## config.mk

```make
export PLATFORM = sky130hd
export DESIGN_NAME = exec_mem_stage
export DESIGN_NICKNAME = d
export VERILOG_FILES = /design/src/rtl/exec_pkg.sv /design/src/rtl/exec_dmem.sv /design/src/rtl/exec_mem_stage.sv
export SDC_FILE = /design/constraint.sdc
export NUM_CORES = 2
export LEC_CHECK = 0
export CAP_MARGIN = 25
export CELL_PAD_IN_SITES_DETAIL_PLACEMENT = 1
export CELL_PAD_IN_SITES_GLOBAL_PLACEMENT = 1
export CORE_MARGIN = 2
export CORE_UTILIZATION = 47
export DETAILED_ROUTE_END_ITERATION = 10
export MAX_ROUTING_LAYER = met4
export PLACE_DENSITY = 0.84
export SYNTH_ARGS = -nofsm -noshare
export SYNTH_HDL_FRONTEND = slang
export SYNTH_SLANG_ARGS = --single-unit
```

## constraint.sdc

```tcl
create_clock -name Clock -period 74.9 [get_ports Clock]
set_clock_uncertainty 0.05 [all_clocks]
set_input_delay 14.98 -clock Clock [delete_from_list [all_inputs] [get_ports Clock]]
set_output_delay 14.98 -clock Clock [all_outputs]
set_load 0.1 [all_outputs]
```

## src/rtl/exec_pkg.sv

```systemverilog
// rtl/exec_pkg.sv - shared ALU/decode constants for the execute/memory stage
package exec_pkg;

    localparam int DATA_W = 16;

    localparam logic [1:0] ALUOP_MEM   = 2'b00;
    localparam logic [1:0] ALUOP_BEQ   = 2'b01;
    localparam logic [1:0] ALUOP_RTYPE = 2'b10;
    localparam logic [1:0] ALUOP_ITYPE = 2'b11;

    localparam logic [2:0] OP_AND = 3'b000;
    localparam logic [2:0] OP_OR  = 3'b001;
    localparam logic [2:0] OP_ADD = 3'b010;
    localparam logic [2:0] OP_SLT = 3'b011;
    localparam logic [2:0] OP_XOR = 3'b100;
    localparam logic [2:0] OP_NOR = 3'b101;

    localparam logic [1:0] FUNCT_ADD = 2'b00;
    localparam logic [1:0] FUNCT_SUB = 2'b01;
    localparam logic [1:0] FUNCT_AND = 2'b10;
    localparam logic [1:0] FUNCT_OR  = 2'b11;

    localparam logic [3:0] OPC_ADDI = 4'b0001;
    localparam logic [3:0] OPC_ANDI = 4'b0010;
    localparam logic [3:0] OPC_ORI  = 4'b0011;
    localparam logic [3:0] OPC_SLTI = 4'b0100;

    // Full control words: bit 3 is Binvert, bits 2:0 the ALU operation.
    localparam logic [3:0] CTRL_ADD = {1'b0, OP_ADD};
    localparam logic [3:0] CTRL_SUB = {1'b1, OP_ADD};
    localparam logic [3:0] CTRL_AND = {1'b0, OP_AND};
    localparam logic [3:0] CTRL_OR  = {1'b0, OP_OR};
    localparam logic [3:0] CTRL_SLT = {1'b1, OP_SLT};

endpackage

```

## src/rtl/exec_dmem.sv

```systemverilog
// rtl/exec_dmem.sv - data memory: async-reset clear, synchronous write, gated combinational read
module exec_dmem
    import exec_pkg::*;
#(
    parameter int WORDS = 128
) (
    input  logic              Clock,
    input  logic              Reset,
    input  logic              we,
    input  logic              re,
    input  logic [DATA_W-1:0] addr,
    input  logic [DATA_W-1:0] wdata,
    output logic [DATA_W-1:0] rdata
);

    localparam int AW = $clog2(WORDS);

    logic [DATA_W-1:0] mem [WORDS];
    logic [AW-1:0]     idx;
    logic              unused_addr_bits;

    // Halfword addressing: bit 0 and everything above the index wrap away.
    assign idx              = addr[AW:1];
    assign unused_addr_bits = ^{addr[DATA_W-1:AW+1], addr[0]};

    always_ff @(posedge Clock or posedge Reset) begin
        if (Reset) begin
            for (int i = 0; i < WORDS; i++) begin
                mem[i] <= '0;
            end
        end else if (we) begin
            mem[idx] <= wdata;
        end
    end

    assign rdata = re ? mem[idx] : '0;

endmodule

```

## src/rtl/exec_mem_stage.sv

```systemverilog
// rtl/exec_mem_stage.sv - ALU control decode, 16-bit ALU and data memory; EXEC_ALU_SLT_EN enables SLT
module exec_mem_stage #(
    parameter int DMEM_WORDS = 128,
    parameter int DATA_W     = 16
) (
    input  logic              Clock,
    input  logic              Reset,
    input  logic [1:0]        ALUOp,
    input  logic [1:0]        funct,
    input  logic [3:0]        opcode,
    input  logic [DATA_W-1:0] op_a,
    input  logic [DATA_W-1:0] op_b,
    input  logic [DATA_W-1:0] store_data,
    input  logic              MemWrite,
    input  logic              MemRead,
    output logic [3:0]        alu_ctrl,
    output logic [DATA_W-1:0] result,
    output logic              zero,
    output logic              overflow,
    output logic              carryout,
    output logic [DATA_W-1:0] mem_rdata
);

    import exec_pkg::*;

    always_comb begin
        alu_ctrl = CTRL_ADD;
        case (ALUOp)
            ALUOP_MEM: alu_ctrl = CTRL_ADD;
            ALUOP_BEQ: alu_ctrl = CTRL_SUB;
            ALUOP_RTYPE: begin
                case (funct)
                    FUNCT_ADD: alu_ctrl = CTRL_ADD;
                    FUNCT_SUB: alu_ctrl = CTRL_SUB;
                    FUNCT_AND: alu_ctrl = CTRL_AND;
                    default:   alu_ctrl = CTRL_OR;
                endcase
            end
            default: begin
                case (opcode)
                    OPC_ADDI: alu_ctrl = CTRL_ADD;
                    OPC_ANDI: alu_ctrl = CTRL_AND;
                    OPC_ORI:  alu_ctrl = CTRL_OR;
`ifdef EXEC_ALU_SLT_EN
                    OPC_SLTI: alu_ctrl = CTRL_SLT;
`endif
                    default:  alu_ctrl = CTRL_ADD;
                endcase
            end
        endcase
    end

    logic              binvert;
    logic [2:0]        alu_op;
    logic [DATA_W-1:0] b_eff;
    logic [DATA_W:0]   sum;
    logic              ov_raw;

    assign binvert = alu_ctrl[3];
    assign alu_op  = alu_ctrl[2:0];
    assign b_eff   = binvert ? ~op_b : op_b;
    assign sum     = {1'b0, op_a} + {1'b0, b_eff} + {{DATA_W{1'b0}}, binvert};
    assign ov_raw  = (op_a[DATA_W-1] == b_eff[DATA_W-1]) && (sum[DATA_W-1] != op_a[DATA_W-1]);

    // Binvert only steers the adder; logic ops see the raw operands.
    always_comb begin
        result   = '0;
        carryout = 1'b0;
        overflow = 1'b0;
        case (alu_op)
            OP_AND: result = op_a & op_b;
            OP_OR:  result = op_a | op_b;
            OP_ADD: begin
                result   = sum[DATA_W-1:0];
                carryout = sum[DATA_W];
                overflow = ov_raw;
            end
`ifdef EXEC_ALU_SLT_EN
            OP_SLT: begin
                result   = {{(DATA_W-1){1'b0}}, sum[DATA_W-1] ^ ov_raw};
                carryout = sum[DATA_W];
            end
`endif
            OP_XOR: result = op_a ^ op_b;
            OP_NOR: result = ~(op_a | op_b);
            default: result = '0;
        endcase
    end

    assign zero = (result == '0);

    exec_dmem #(
        .WORDS (DMEM_WORDS)
    ) u_dmem (
        .Clock (Clock),
        .Reset (Reset),
        .we    (MemWrite),
        .re    (MemRead),
        .addr  (result),
        .wdata (store_data),
        .rdata (mem_rdata)
    );

endmodule

```

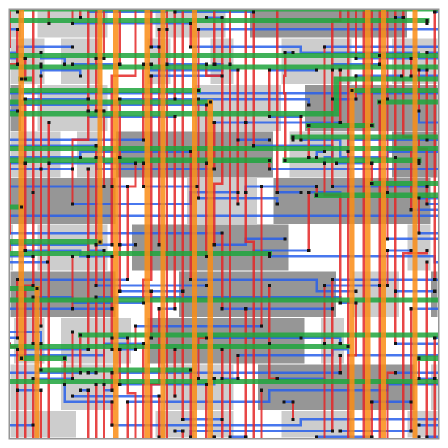
**Above:** layout detail.
Region (216, 216) to (241, 241) um. Cells in gray, sequential cells in the stronger gray; small squares are vias.
metal 4: shown in orange. metal 1: shown in blue. metal 3: shown in green. metal 2: shown in red.
35 logic cells have their middle in the window. Most frequent: mux2_2 (11), dfrtp_1 (10), nand2_1 (6). Netlist names of flops here include u_dmem.mem (10). Sequential cells in the window: 10.

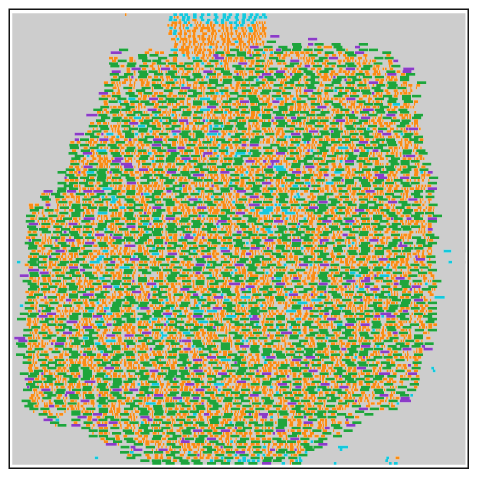
**Above:** cells colored by class.
Drawn at 1 px/um. Fill, decap, tap and diode cells in gray.
combinational and other logic: shown in orange, cells 5,548, share of their area 40%. remaining buffers and delay cells: shown in cyan, cells 339, share of their area 3.6%. sequential cells: shown in green, cells 2,048, share of their area 49%. clock drivers and dummy loads: shown in purple, cells 385, share of their area 6.9%.
Core Area: 205,000 um^2
final core occ: 52.8%

==> results.py <==
# Flow results
metrics = {
    "outcome": {
        "status": "complete, no violations",
    },
    "final_layout": {
        "diodes": 50,
        "regArea_um2": 51200,
        "top_register": "u_dmem.mem",
        "lay_top_cells": "dfrtp_1, mux2_2, nand2_1",
        "comb_area_um2": 42100,
    },
    "synthesis": {
        "netlist_top_cells_count": "dfrtp_1, mux2_2, nand2_1",
        "yosysCellCount": 8347,
        "yosysUniqueCellTypes": 89,
        "syn-cell-area_um2": 96600,
        "ys_warn_count": 0,
    },
    "cts": {
        "clk_latency_ns": 0.88,
    },
    "routing": {
        "dr_wl_met3_um": 40300,
        "wl_per_cell_um": 34.1,
    },
    "flow_run": {
        "cap_violations": 0,
    },
    "timing": {
        "hold_violations": 0,
        "post-route-worst-setup-slack_ns": 34.72,
    },
    "worst_setup_path": {
        "cp_slowest_stage_delay_ns": 1.32,
    },
    "min_path": {
        "hold_class": "reg2reg",
    },
    "placement": {
        "dp_slack_ns": 35.18,
    },
    "power": {
        "pwr-share-seq_pct": 42.1,
    },
}
Power is estimated from default activity; no workload was simulated.
